## config.mk

```make
export PLATFORM = sky130hd
export DESIGN_NAME = huff_frame_ctrl
export DESIGN_NICKNAME = d
export VERILOG_FILES = /design/src/rtl/huff_frame_ctrl.sv
export SDC_FILE = /design/constraint.sdc
export NUM_CORES = 1
export LEC_CHECK = 0
export CAP_MARGIN = 40
export CORE_MARGIN = 1
export CORE_UTILIZATION = 54
export DETAILED_ROUTE_END_ITERATION = 16
export PLACE_DENSITY = 0.85
export SLEW_MARGIN = 10
export SYNTH_ARGS = -nofsm -noshare
export SYNTH_HDL_FRONTEND = slang
export SYNTH_SLANG_ARGS = --single-unit
```

## constraint.sdc

```tcl
create_clock -name clk -period 4 [get_ports clk]
set_input_delay 0.8 -clock clk [delete_from_list [all_inputs] [get_ports clk]]
set_output_delay 0.8 -clock clk [all_outputs]
set_load 0.05 [all_outputs]
```

## src/rtl/huff_frame_ctrl.sv

```systemverilog
// huff_frame_ctrl: loads one PIC_SIZE x PIC_SIZE frame into pixel memory, runs the encoder and
// forwards its words under out_stop backpressure. Optional encoder watchdog: HUFF_CTRL_TIMEOUT_EN.
module huff_frame_ctrl #(
  parameter int PIC_SIZE       = 64,
  parameter int PIC_ADDR_WIDTH = 12,
  parameter int OUT_CNT_WIDTH  = 13,
  parameter int TIMEOUT_CYCLES = 1024
) (
  input  logic                      clk,
  input  logic                      rst_n,
  input  logic                      start,
  input  logic                      axis_enable,
  input  logic [7:0]                s_axis_data,
  input  logic                      out_stop,
  output logic                      mem_we,
  output logic [PIC_ADDR_WIDTH-1:0] mem_waddr,
  output logic [7:0]                mem_wdata,
  output logic                      enc_start,
  input  logic                      enc_valid,
  input  logic [14:0]               enc_data,
  input  logic                      enc_done,
  output logic                      enc_ready,
  output logic [14:0]               odata,
  output logic                      o_valid,
  output logic                      end_flag,
  output logic                      err,
  output logic [2:0]                now_state
);

  localparam int FRAME_PIX = PIC_SIZE * PIC_SIZE;
  // One spare bit so the counter can actually hold the 2*frame limit before saturating.
  localparam int OCNT_W = OUT_CNT_WIDTH + 1;
  localparam logic [PIC_ADDR_WIDTH-1:0] LAST_PIX = PIC_ADDR_WIDTH'(FRAME_PIX - 1);
  localparam logic [OCNT_W-1:0]         MAX_OUT  = OCNT_W'(2 * FRAME_PIX);

  if ((2 ** PIC_ADDR_WIDTH) < FRAME_PIX) begin : g_bad_addr_width
    $error("huff_frame_ctrl: PIC_ADDR_WIDTH cannot address a full frame");
  end
  if (TIMEOUT_CYCLES < 1) begin : g_bad_timeout
    $error("huff_frame_ctrl: TIMEOUT_CYCLES must be at least 1");
  end

  typedef enum logic [2:0] {
    ST_IDLE  = 3'd0,
    ST_LOAD  = 3'd1,
    ST_ENC   = 3'd2,
    ST_FLUSH = 3'd3,
    ST_DONE  = 3'd4
  } state_e;

  state_e                    state_q, state_d;
  logic [PIC_ADDR_WIDTH-1:0] pix_cnt_q, pix_cnt_d;
  logic [OCNT_W-1:0]         out_cnt_q, out_cnt_d;
  logic                      err_q, err_d;
  logic                      mem_we_q, mem_we_d;
  logic [PIC_ADDR_WIDTH-1:0] mem_waddr_q, mem_waddr_d;
  logic [7:0]                mem_wdata_q, mem_wdata_d;
  logic                      enc_start_q, enc_start_d;
  logic [14:0]               odata_q, odata_d;
  logic                      o_valid_q, o_valid_d;
  logic                      end_flag_q, end_flag_d;
  logic                      active_s, accept_s, xfer_s;

`ifdef HUFF_CTRL_TIMEOUT_EN
  localparam int WD_W = $clog2(TIMEOUT_CYCLES + 1);
  localparam logic [WD_W-1:0] WD_LAST = WD_W'(TIMEOUT_CYCLES - 1);
  logic [WD_W-1:0] wd_q, wd_d;
`endif

  assign active_s  = (state_q == ST_ENC) || (state_q == ST_FLUSH);
  assign enc_ready = !(o_valid_q && out_stop);
  assign accept_s  = enc_valid && enc_ready && active_s;
  assign xfer_s    = o_valid_q && !out_stop;

  // Next-state, pixel write path and single-register output path
  always_comb begin
    state_d     = state_q;
    pix_cnt_d   = pix_cnt_q;
    out_cnt_d   = out_cnt_q;
    err_d       = err_q;
    mem_we_d    = 1'b0;
    mem_waddr_d = mem_waddr_q;
    mem_wdata_d = mem_wdata_q;
    enc_start_d = 1'b0;
    odata_d     = odata_q;
    o_valid_d   = o_valid_q;
`ifdef HUFF_CTRL_TIMEOUT_EN
    wd_d        = {WD_W{1'b0}};
`endif

    if (accept_s) begin
      odata_d   = enc_data;
      o_valid_d = 1'b1;
    end else if (xfer_s) begin
      o_valid_d = 1'b0;
    end else begin
      o_valid_d = o_valid_q;
    end

    // Words past the limit are still forwarded; only the error is raised.
    if (xfer_s) begin
      if (out_cnt_q == MAX_OUT) begin
        err_d = 1'b1;
      end else begin
        out_cnt_d = out_cnt_q + OCNT_W'(1);
      end
    end else begin
      out_cnt_d = out_cnt_q;
    end

    case (state_q)
      ST_IDLE: begin
        pix_cnt_d = {PIC_ADDR_WIDTH{1'b0}};
        out_cnt_d = {OCNT_W{1'b0}};
        if (start) begin
          err_d   = 1'b0;
          state_d = ST_LOAD;
        end else begin
          state_d = ST_IDLE;
        end
      end
      ST_LOAD: begin
        if (axis_enable) begin
          mem_we_d    = 1'b1;
          mem_waddr_d = pix_cnt_q;
          mem_wdata_d = s_axis_data;
          pix_cnt_d   = pix_cnt_q + PIC_ADDR_WIDTH'(1);
          if (pix_cnt_q == LAST_PIX) begin
            state_d     = ST_ENC;
            enc_start_d = 1'b1;
          end else begin
            state_d = ST_LOAD;
          end
        end else begin
          state_d = ST_LOAD;
        end
      end
      ST_ENC: begin
        if (enc_done) begin
          state_d = ST_FLUSH;
        end else begin
          state_d = ST_ENC;
        end
`ifdef HUFF_CTRL_TIMEOUT_EN
        if (enc_valid || enc_done) begin
          wd_d = {WD_W{1'b0}};
        end else if (wd_q == WD_LAST) begin
          err_d   = 1'b1;
          state_d = ST_FLUSH;
        end else begin
          wd_d = wd_q + WD_W'(1);
        end
`endif
      end
      ST_FLUSH: begin
        if (!o_valid_d) begin
          state_d = ST_DONE;
        end else begin
          state_d = ST_FLUSH;
        end
      end
      ST_DONE: state_d = ST_IDLE;
      default: state_d = ST_IDLE;
    endcase

    end_flag_d = (state_d == ST_DONE);
  end

  // State and output registers; every output returns to zero on reset
  always_ff @(posedge clk or negedge rst_n) begin
    if (!rst_n) begin
      state_q     <= ST_IDLE;
      pix_cnt_q   <= {PIC_ADDR_WIDTH{1'b0}};
      out_cnt_q   <= {OCNT_W{1'b0}};
      err_q       <= 1'b0;
      mem_we_q    <= 1'b0;
      mem_waddr_q <= {PIC_ADDR_WIDTH{1'b0}};
      mem_wdata_q <= 8'd0;
      enc_start_q <= 1'b0;
      odata_q     <= 15'd0;
      o_valid_q   <= 1'b0;
      end_flag_q  <= 1'b0;
`ifdef HUFF_CTRL_TIMEOUT_EN
      wd_q        <= {WD_W{1'b0}};
`endif
    end else begin
      state_q     <= state_d;
      pix_cnt_q   <= pix_cnt_d;
      out_cnt_q   <= out_cnt_d;
      err_q       <= err_d;
      mem_we_q    <= mem_we_d;
      mem_waddr_q <= mem_waddr_d;
      mem_wdata_q <= mem_wdata_d;
      enc_start_q <= enc_start_d;
      odata_q     <= odata_d;
      o_valid_q   <= o_valid_d;
      end_flag_q  <= end_flag_d;
`ifdef HUFF_CTRL_TIMEOUT_EN
      wd_q        <= wd_d;
`endif
    end
  end

  assign mem_we    = mem_we_q;
  assign mem_waddr = mem_waddr_q;
  assign mem_wdata = mem_wdata_q;
  assign enc_start = enc_start_q;
  assign odata     = odata_q;
  assign o_valid   = o_valid_q;
  assign end_flag  = end_flag_q;
  assign err       = err_q;
  assign now_state = state_q;

endmodule
```

run_1/metal_stack.png
Scale: 4 px per um. Only two layers are drawn.
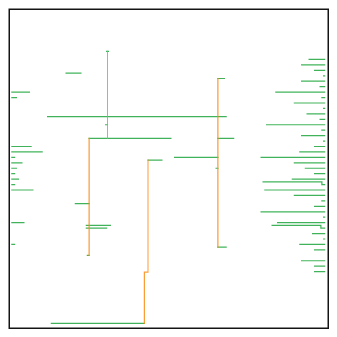
| color | layer | wire length |
|---|---|---|
| orange | met4 | 135 um |
| green | met3 | 384 um |

run_1/zoom.png
Region (25, 41) to (55, 71) um. Cells in gray, sequential cells in the stronger gray; small squares are vias.
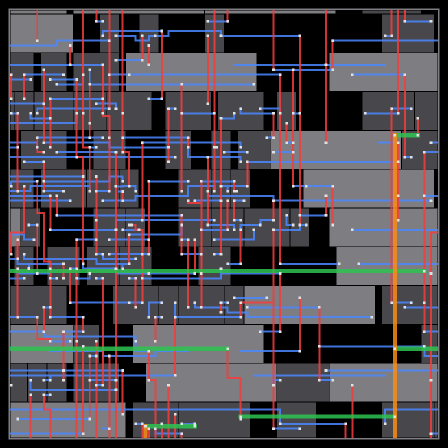
| color | layer |
|---|---|
| green | met3 |
| orange | met4 |
| red | met2 |
| blue | met1 |
most frequent: dfrtp_1 (11), nor2_1 (10)
sequential cells in the window: 11
netlist names of flops here include: out_cnt_q (6), odata (3)
cells with their middle in the window: 67

==> out/results.ini, run 1 <==
[global_routing]
grt_pass1_vias=2305
grt_util_met1=0.289
top_usage_layer=met2
grt_use_met2=0.355
grt_first_pass_wirelength_mm=10.5
met3_usage=0.0448
grt_overflow=0

[clocking]
cts_inserted_buffers=9
path_clk_slew_ns=0.07
postCtsHoldBufs=0
clk_path_buf_depth=2
cts_max_level=3

[route]
vias=2291
wl_per_cell_um=15.2
dr_wl_met2_mm=2.83
maxUsedRoutingLayer=met4
viasPerCell=5.52
wl_met1_mm=2.98
met3WireLength_um=384

[pwr]
leakage_nw=1.85
clkPwrFrac=0.306
netSwitchingFraction=0.315
p_switching_mw=0.573

[yosys]
yosys_warnings=0
synth_chip_area_sq_um=3230
yosys_cells=262
top_area_cell=dfrtp_1
synthFlopType=dfrtp_1
yosysTopAreaCellShare=0.534
synth-edff-count=0
synthArstFlopShare=1.00
top_cells_by_count=dfrtp_1, nor2_1, mux2_2, nand2_1, mux2_4

[final_layout]
regArea_sq_um=1730
largest_reg_flops=15
area_delta_synth_final_pct=29.0
inverters=8
clk_share=0.0480
comb_area_sq_um=1380
final_nets=371
largest_class=sequential cells

[place]
port_buffers=73
dp_hpwl_mm=4.32
place_area_sq_um=3970

[sta]
hold_slack_ns=0.509
finalSetupViolations=0
tns_ns=0
grt_setup_unrepaired=false
worst_pin_slew_ns=0.717
fin_skew_ns=0.00745

[critical_path]
critPathMaxFanout=7
cp.arrival_ns=2.32
worstSetupPathType=in2out

[floorplanning]
die.size.y_um=79.3
die_area_sq_um=6300
boundaryPins=74
initCoreUtil=0.573
fp.coreArea_sq_um=5640
die_w_um=79.3

[outcome]
status=complete, no violations

[min_path]
hold_path_class=in2async

[flow_run]
drv_cap=0
openroad.warnings=27

run_1/gate_families.png
Scale: 6 px per um.
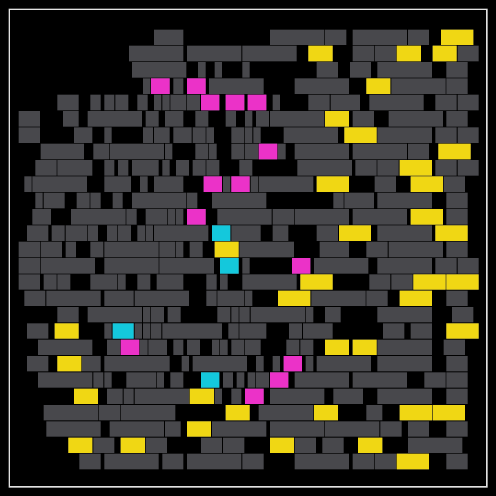
| color | family | cells |
|---|---|---|
| cyan | AND-OR and OR-AND gates | 4 |
| magenta | XOR/XNOR gates | 14 |
| yellow | multiplexers | 37 |

[run 1: critical path, stage by stage]
cell             delay (ns)
clkdlybuf4s50_1        0.53
nand2_1                0.16
clkdlybuf4s50_1        0.82
[run 1: power groups by stage]
stage                     sequential, mW  clock, mW  combinational [mW]
after floorplan                    0.978          0               0.147
after global placement             0.856          0               0.406
after detailed placement           0.862          0               0.416
after CTS                          0.848      0.575               0.418
after global routing               0.860      0.605               0.446
final                              0.850      0.558               0.414
[run 1: worst max-delay path by stage]
stage | from | to | slack (ns) | cells past startpoint
final | out_stop | enc_ready | 0.88 | 3
after global routing | out_stop | enc_ready | 0.83 | 3
after CTS | out_stop | enc_ready | 0.87 | 3
after detailed placement | out_stop | enc_ready | 0.87 | 3
after global placement | out_stop | enc_ready | 0.92 | 3
after floorplan | o_valid$_DFF_PN0_ | enc_ready | 1.93 | 1
[run 1: placed cells by master (no fill, tap or decap), types with 5 or more instances in the layout]
cell type,netlist,final
dfrtp_1,69,69
inv_1,8,8
xor2_1,7,7
mux2_2,19,19
clkbuf_8,1,10
nor4_1,9,9
or3_1,5,5
a21oi_1,6,6
o21ai_0,9,9
nand4_1,9,9
mux2_4,18,18
xnor2_1,7,7
clkdlybuf4s50_1,0,72
nand3_1,5,5
nand2_1,19,19
nor2_1,21,21
[run 1: cells by family (layout without fill, tap and decap cells)]
logic type               count (synthesis)  after routing  share of synthesized area
adder cells (fa/ha/maj)                  3              3                     0.0116
XOR/XNOR                                14             14                     0.0380
AND/OR/NAND/NOR                         94             94                      0.164
AND-OR/OR-AND                           27             27                     0.0624
multiplexers                            37             37                      0.150
buffers and inverters                   18             99                     0.0395
flip-flops                              69             69                      0.534
## Run 2: what changed since run 1
--- a/config.mk
+++ b/config.mk
@@ -7,9 +7,9 @@
 export LEC_CHECK = 0
 export CAP_MARGIN = 40
 export CORE_MARGIN = 1
-export CORE_UTILIZATION = 54
+export CORE_UTILIZATION = 45
 export DETAILED_ROUTE_END_ITERATION = 16
-export PLACE_DENSITY = 0.85
+export PLACE_DENSITY = 0.76
 export SLEW_MARGIN = 10
 export SYNTH_ARGS = -nofsm -noshare
 export SYNTH_HDL_FRONTEND = slang
==> constraint.sdc (replaced) <==
create_clock -name clk -period 2.6 [get_ports clk]
set_input_delay 0.52 -clock clk [delete_from_list [all_inputs] [get_ports clk]]
set_output_delay 0.52 -clock clk [all_outputs]
set_load 0.05 [all_outputs]
run_2/gate_families.png
Scale: 6 px per um.
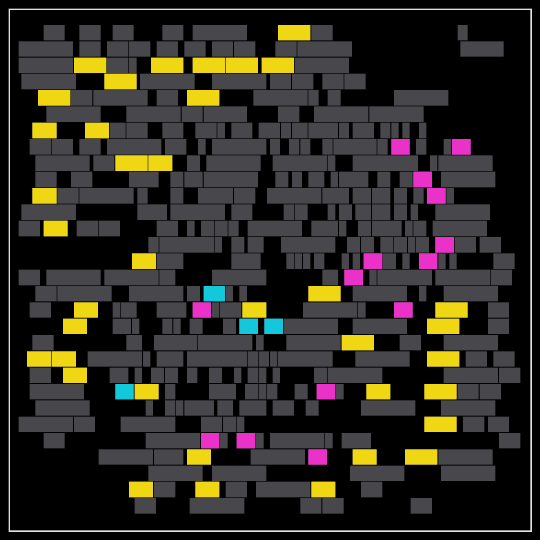
| color | family | cells |
|---|---|---|
| cyan | AND-OR and OR-AND gates | 4 |
| yellow | multiplexers | 37 |
| magenta | XOR/XNOR gates | 14 |

==> run 2 against run 1 <==
  * Register-to-register slack lost 1.1 ns
  * Flip-flop count is the same
  * Routed wire length grew 2.2%
  * Combinational power grew 55%
  * Critical path depth shrank 2
  * Via count is the same
  * Synthesized cell count is the same
  * Clock power grew 53%
  * Critical path type is now reg2out
==> out/results.ini, run 2 <==
[outcome]
status=complete, no violations

[route]
vias=2291  ; unchanged
wl_per_cell_um=14.6  ; -4.1%
drt_iter0_drc=144
viasPerCell=5.18  ; -6.1%

[yosys]
aoi_share=0.0624  ; unchanged
muxShareOfSynthArea=0.150  ; unchanged
synthArstFlopShare=1.00  ; unchanged
yosys.area_share.adder=0.0116  ; unchanged
top_area_cell=dfrtp_1
synth.cellmix.xorXnorShare=0.0380  ; unchanged
synth_chip_area_sq_um=3230  ; unchanged
yosys_warnings=0  ; unchanged
synthFlopType=dfrtp_1
synth.logic.top_family=simple AND/OR/NAND/NOR gates
yosysTopAreaCellShare=0.534  ; unchanged
ys.flops=69
synth-simple-area-share=0.164  ; unchanged
top_cells_by_count=dfrtp_1, nor2_1, mux2_2, nand2_1, mux2_4
yosys_cells=262  ; unchanged
synth-edff-count=0  ; unchanged

[global_routing]
antenna_found_initial=0
grt_first_pass_wirelength_mm=10.8  ; +2.9%
grt_pass1_vias=2281  ; -1.0%
grt_overflow=0  ; unchanged

[pwr]
p_per_area_nw_per_um2=660
clkPwrFrac=0.305  ; about the same
p_switching_mw=0.878  ; +53%
leakage_nw=1.88  ; +1.7%
netSwitchingFraction=0.313  ; -0.00199

[critical_path]
crit_chain=clkdlybuf4s50_1
rr_startpoint=pix_cnt_q[0]$_DFFE_PN0P_
worstSetupStartpoint=o_valid$_DFF_PN0_
cpLargestDelayFamily=buffers and inverters
cp.arrival_ns=1.78  ; -0.54 ns
worstSetupPathType=reg2out
max_stage_delay_ns=0.88  ; +0.06 ns
cp_slowest_cell=clkdlybuf4s50_1
crit_buf_inv=1  ; -1
crit_path_end=o_valid
critPathMaxFanout=8  ; +1

[sta]
final_max_slew_viol_count=0
worst_pin_slew_ns=0.520  ; -0.197 ns
hold_slack_ns=0.194  ; -0.315 ns
fin_skew_ns=0.00535  ; -0.00210 ns
grt_setup_unrepaired=false
finalSetupViolations=0  ; unchanged
hold_viol=0
min_period_ns=2.30
layout_setup_ws_ns=0.297

[final_layout]
largest_reg_flops=15  ; unchanged
final_layout_top_logic_cell=clkdlybuf4s50_1
final_nets=374  ; +0.81%
area_delta_synth_final_pct=31.5
stdcell_area_sq_um=4250

[floorplanning]
die_area_sq_um=7520  ; +19%
die_w_um=86.7  ; +9.3%
initCoreUtil=0.470  ; -0.102
fp.coreArea_sq_um=6870  ; +22%
die.size.y_um=86.7  ; +9.3%

[place]
dp_hpwl_mm=4.54  ; +5.3%
place_area_sq_um=4060  ; +2.2%
port_buffers=73  ; unchanged
dpl_worst_slack_ns=0.345

[clocking]
path_clk_slew_ns=0.07  ; about the same
clkSinkCount=69
cts_inserted_buffers=9  ; unchanged
postCtsHoldBufs=0  ; unchanged
clk_path_buf_depth=2  ; unchanged
cts_max_level=3  ; unchanged

[flow_run]
openroad.warnings=27  ; unchanged
drv_cap=0  ; unchanged

[min_path]
hold_path_class=in2async

run 2: cell counts after synthesis:
No cell type changed its count.
run 2: logic make-up (layout without fill, tap and decap cells):
group | count (synthesis) | count (layout)
buf+inv | 18 | 102
flops | 69 | 69
mux | 37 | 37
xor+xnor | 14 | 14
compound gates | 27 | 27
simple gates | 94 | 94
fa+ha+maj | 3 | 3
run 2: worst min-delay path by stage:
stage | endpoint | slack, ns | cells past startpoint
global placement | odata[10]$_DFFE_PN0P_ | 0.49 | 1
finish | out_cnt_q[11]$_DFFE_PN0P_ | 0.19 | 2
global route | out_cnt_q[4]$_DFFE_PN0P_ | 0.22 | 2
detailed placement | odata[9]$_DFFE_PN0P_ | 0.49 | 1
floorplan | enc_start$_DFF_PN0_ | 0.22 | 0
CTS | mem_wdata[4]$_DFFE_PN0P_ | 0.20 | 2
run 2: per-stage QoR:
| stage | utilization | cells |
|---|---|---|
| 2_1_floorplan | - | 262 |
| 3_3_place_gp | 0.591 | 426 |
| 3_5_place_dp | 0.591 | 426 |
| 5_1_grt | 0.619 | 442 |
| 4_1_cts | 0.619 | 442 |
| 6_report | 0.619 | 442 |
run 2: area by class of cell:
type	count	area, sq um
flip-flops and latches	69	1730
multi-input cells	175	1380
clock buffers	12	145
fillers	563	2620
clock inverters	4	47.5
inverters	8	30.0
repair buffers	78	798
well taps	96	120
run 2: per-layer routing:
metal	track usage	part of all wire
met5	0	0
met1	0.250	0.46
met3	0.0590	0.043
met2	0.294	0.49
met4	0.0591	0.0076
run 2: power groups by stage:
stage               Sequential [mW]  Combinational [mW]  Clock [mW]
floorplan                      1.50               0.226           0
global placement               1.32               0.632           0
detailed placement             1.33               0.643           0
CTS                            1.31               0.645       0.877
global route                   1.33               0.685       0.929
finish                         1.31               0.640       0.856
## Run 3: what changed since run 2
--- a/config.mk
+++ b/config.mk
@@ -5,7 +5,6 @@
 export SDC_FILE = /design/constraint.sdc
 export NUM_CORES = 1
 export LEC_CHECK = 0
-export CAP_MARGIN = 40
 export CORE_MARGIN = 1
 export CORE_UTILIZATION = 45
 export DETAILED_ROUTE_END_ITERATION = 16
@@ -14,3 +13,4 @@
 export SYNTH_ARGS = -nofsm -noshare
 export SYNTH_HDL_FRONTEND = slang
 export SYNTH_SLANG_ARGS = --single-unit
+export TNS_END_PERCENT = 1
run_3/final_congestion.png
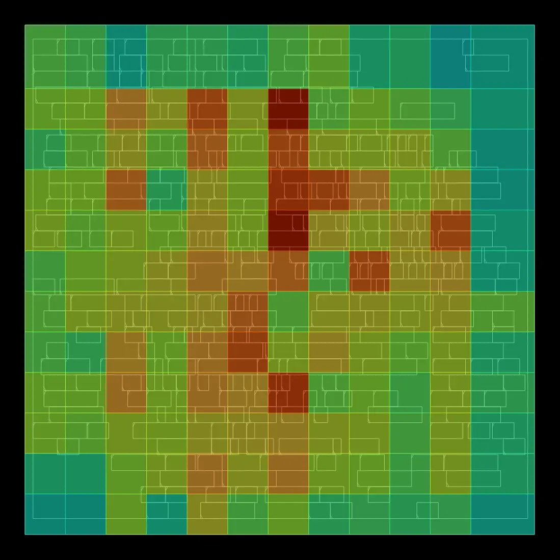
Wirelength per Cell: 14.6 um
Final Core Density: 0.619
met2 Use GR: 0.294
gr busiest metal: met2
M1 GR Usage: 0.250

==> run 3 against run 2 <==
  * Flip-flop count did not move
  * Clock-buffer cell count did not move
  * Sequential share of layout area is the same
  * Via count did not move
  * Clock power barely moved
  * Worst setup slack is the same
  * Maximum frequency unchanged
  * Total power unchanged
  * Global-route usage unchanged
  * Area after synthesis unchanged
  * Non-clock buffer count unchanged
  * Critical path type unchanged
  * Critical endpoint unchanged
  * Highest routed layer unchanged
==> out/results.ini, run 3 <==
[route]
vias=2291  ; unchanged
viasPerCell=5.18  ; unchanged
drt_iter0_drc=144  ; unchanged

[clocking]
postCtsHoldBufs=0  ; unchanged
cts_max_level=3  ; unchanged
cts_inserted_buffers=9  ; unchanged
path_clk_slew_ns=0.07  ; about the same
clkSinkCount=69  ; unchanged
clk_path_buf_depth=2  ; unchanged

[global_routing]
antenna_found_initial=0  ; unchanged
grt_overflow=0  ; unchanged
grt_first_pass_wirelength_mm=10.8  ; unchanged

[sta]
grt_setup_unrepaired=false
hold_viol=0  ; unchanged
min_period_ns=2.30  ; unchanged

[final_layout]
largest_reg_flops=15  ; unchanged
final_layout_top_logic_cell=clkdlybuf4s50_1
final_nets=374  ; unchanged
area_delta_synth_final_pct=31.5  ; unchanged

[floorplanning]
die_area_sq_um=7520  ; unchanged
initCoreUtil=0.470  ; unchanged
fp.coreArea_sq_um=6870  ; unchanged
die_w_um=86.7  ; unchanged

[critical_path]
max_stage_delay_ns=0.88  ; about the same
cpLargestDelayFamily=buffers and inverters
worstSetupPathType=reg2out
cp.arrival_ns=1.78  ; about the same
critPathMaxFanout=8  ; unchanged
worstSetupStartpoint=o_valid$_DFF_PN0_

[place]
dp_hpwl_mm=4.54  ; unchanged
port_buffers=73  ; unchanged
place_area_sq_um=4060  ; unchanged
numPlacedInstances=426  ; unchanged

[yosys]
synthFlopType=dfrtp_1
top_area_cell=dfrtp_1
top_cells_by_count=dfrtp_1, nor2_1, mux2_2, nand2_1, mux2_4
yosys_warnings=0  ; unchanged
synth_chip_area_sq_um=3230  ; unchanged
synthArstFlopShare=1.00  ; unchanged
ys.flops=69  ; unchanged
yosysTopAreaCellShare=0.534  ; unchanged

[pwr]
p_per_area_nw_per_um2=660  ; unchanged

[flow_run]
drv_cap=0  ; unchanged

[outcome]
status=complete, no violations

[min_path]
hold_path_class=in2async

## run 3: cell counts in the layout (fill, tap and decap cells not counted)
No cell type changed its count.
## run 3: final timing paths
check                                            end  slack (ns)  cells after the start
max                                          o_valid        0.30                      1
min                        out_cnt_q[11]$_DFFE_PN0P_        0.19                      2
max reg2reg                   now_state[1]$_DFF_PN0_        0.80                      5
min reg2reg                 mem_waddr[4]$_DFFE_PN0P_        0.50                      1
max in group asynchronous   out_cnt_q[1]$_DFFE_PN0P_        2.12                      2
min in group clk            mem_waddr[4]$_DFFE_PN0P_        0.50                      1
## run 3: cell type report
cell class | count | area (sq um)
fill | 563 | 2620
sequential | 69 | 1730
multi-input combinational | 175 | 1380
timing repair buffer | 78 | 798
clock buffer | 12 | 145
tap | 96 | 120
clock inverter | 4 | 47.5
inverter | 8 | 30.0
## run 3: cells by family (layout without fill, tap and decap cells)
group           count (synthesis)  after routing  share of synthesized area
mux                            37             37                      0.150
simple gates                   94             94                      0.164
buf+inv                        18            102                     0.0395
fa+ha+maj                       3              3                     0.0116
compound gates                 27             27                     0.0624
xor+xnor                       14             14                     0.0380
flops                          69             69                      0.534
## run 3: metrics by stage
stage	worst slack, ns	hold slack, ns
floorplan	0.678	0.224
global placement	0.364	0.490
detailed placement	0.345	0.495
global route	0.237	0.224
CTS	0.274	0.201
finish	0.297	0.194
## run 3: layer usage
layer / global-route usage / vias to the layer above / wire length, um
met2: 0.294 / 55 / 3140
met5: 0 / - / 0
met4: 0.0591 / 0 / 49
li1: - / 1099 / -
met1: 0.250 / 1133 / 2990
met3: 0.0590 / 4 / 281
## run 3: power breakdown
part           total (mW)  switching, mW  leakage (nW)  internal, mW
clock               0.856          0.389        0.0964         0.467
combinational       0.640          0.361         0.870         0.279
sequential           1.31          0.128         0.916          1.18
total                2.81          0.878          1.88          1.93

==> layout pictures side by side <==
Metal 1.
Scale: 4 px per um. Supply wires on this layer in gray.
(a)
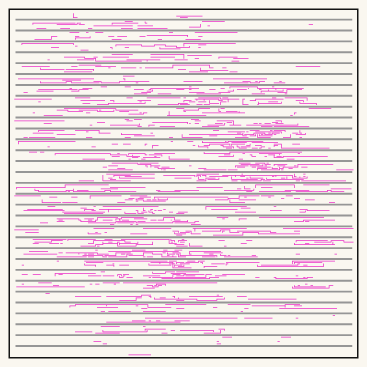
(b)
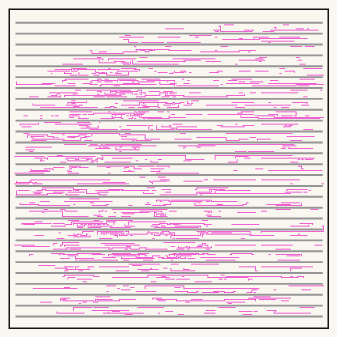
Of these, largest die: (a)
(a) -> run 2
(b) -> run 1

Power and IR drop assume default switching activity.
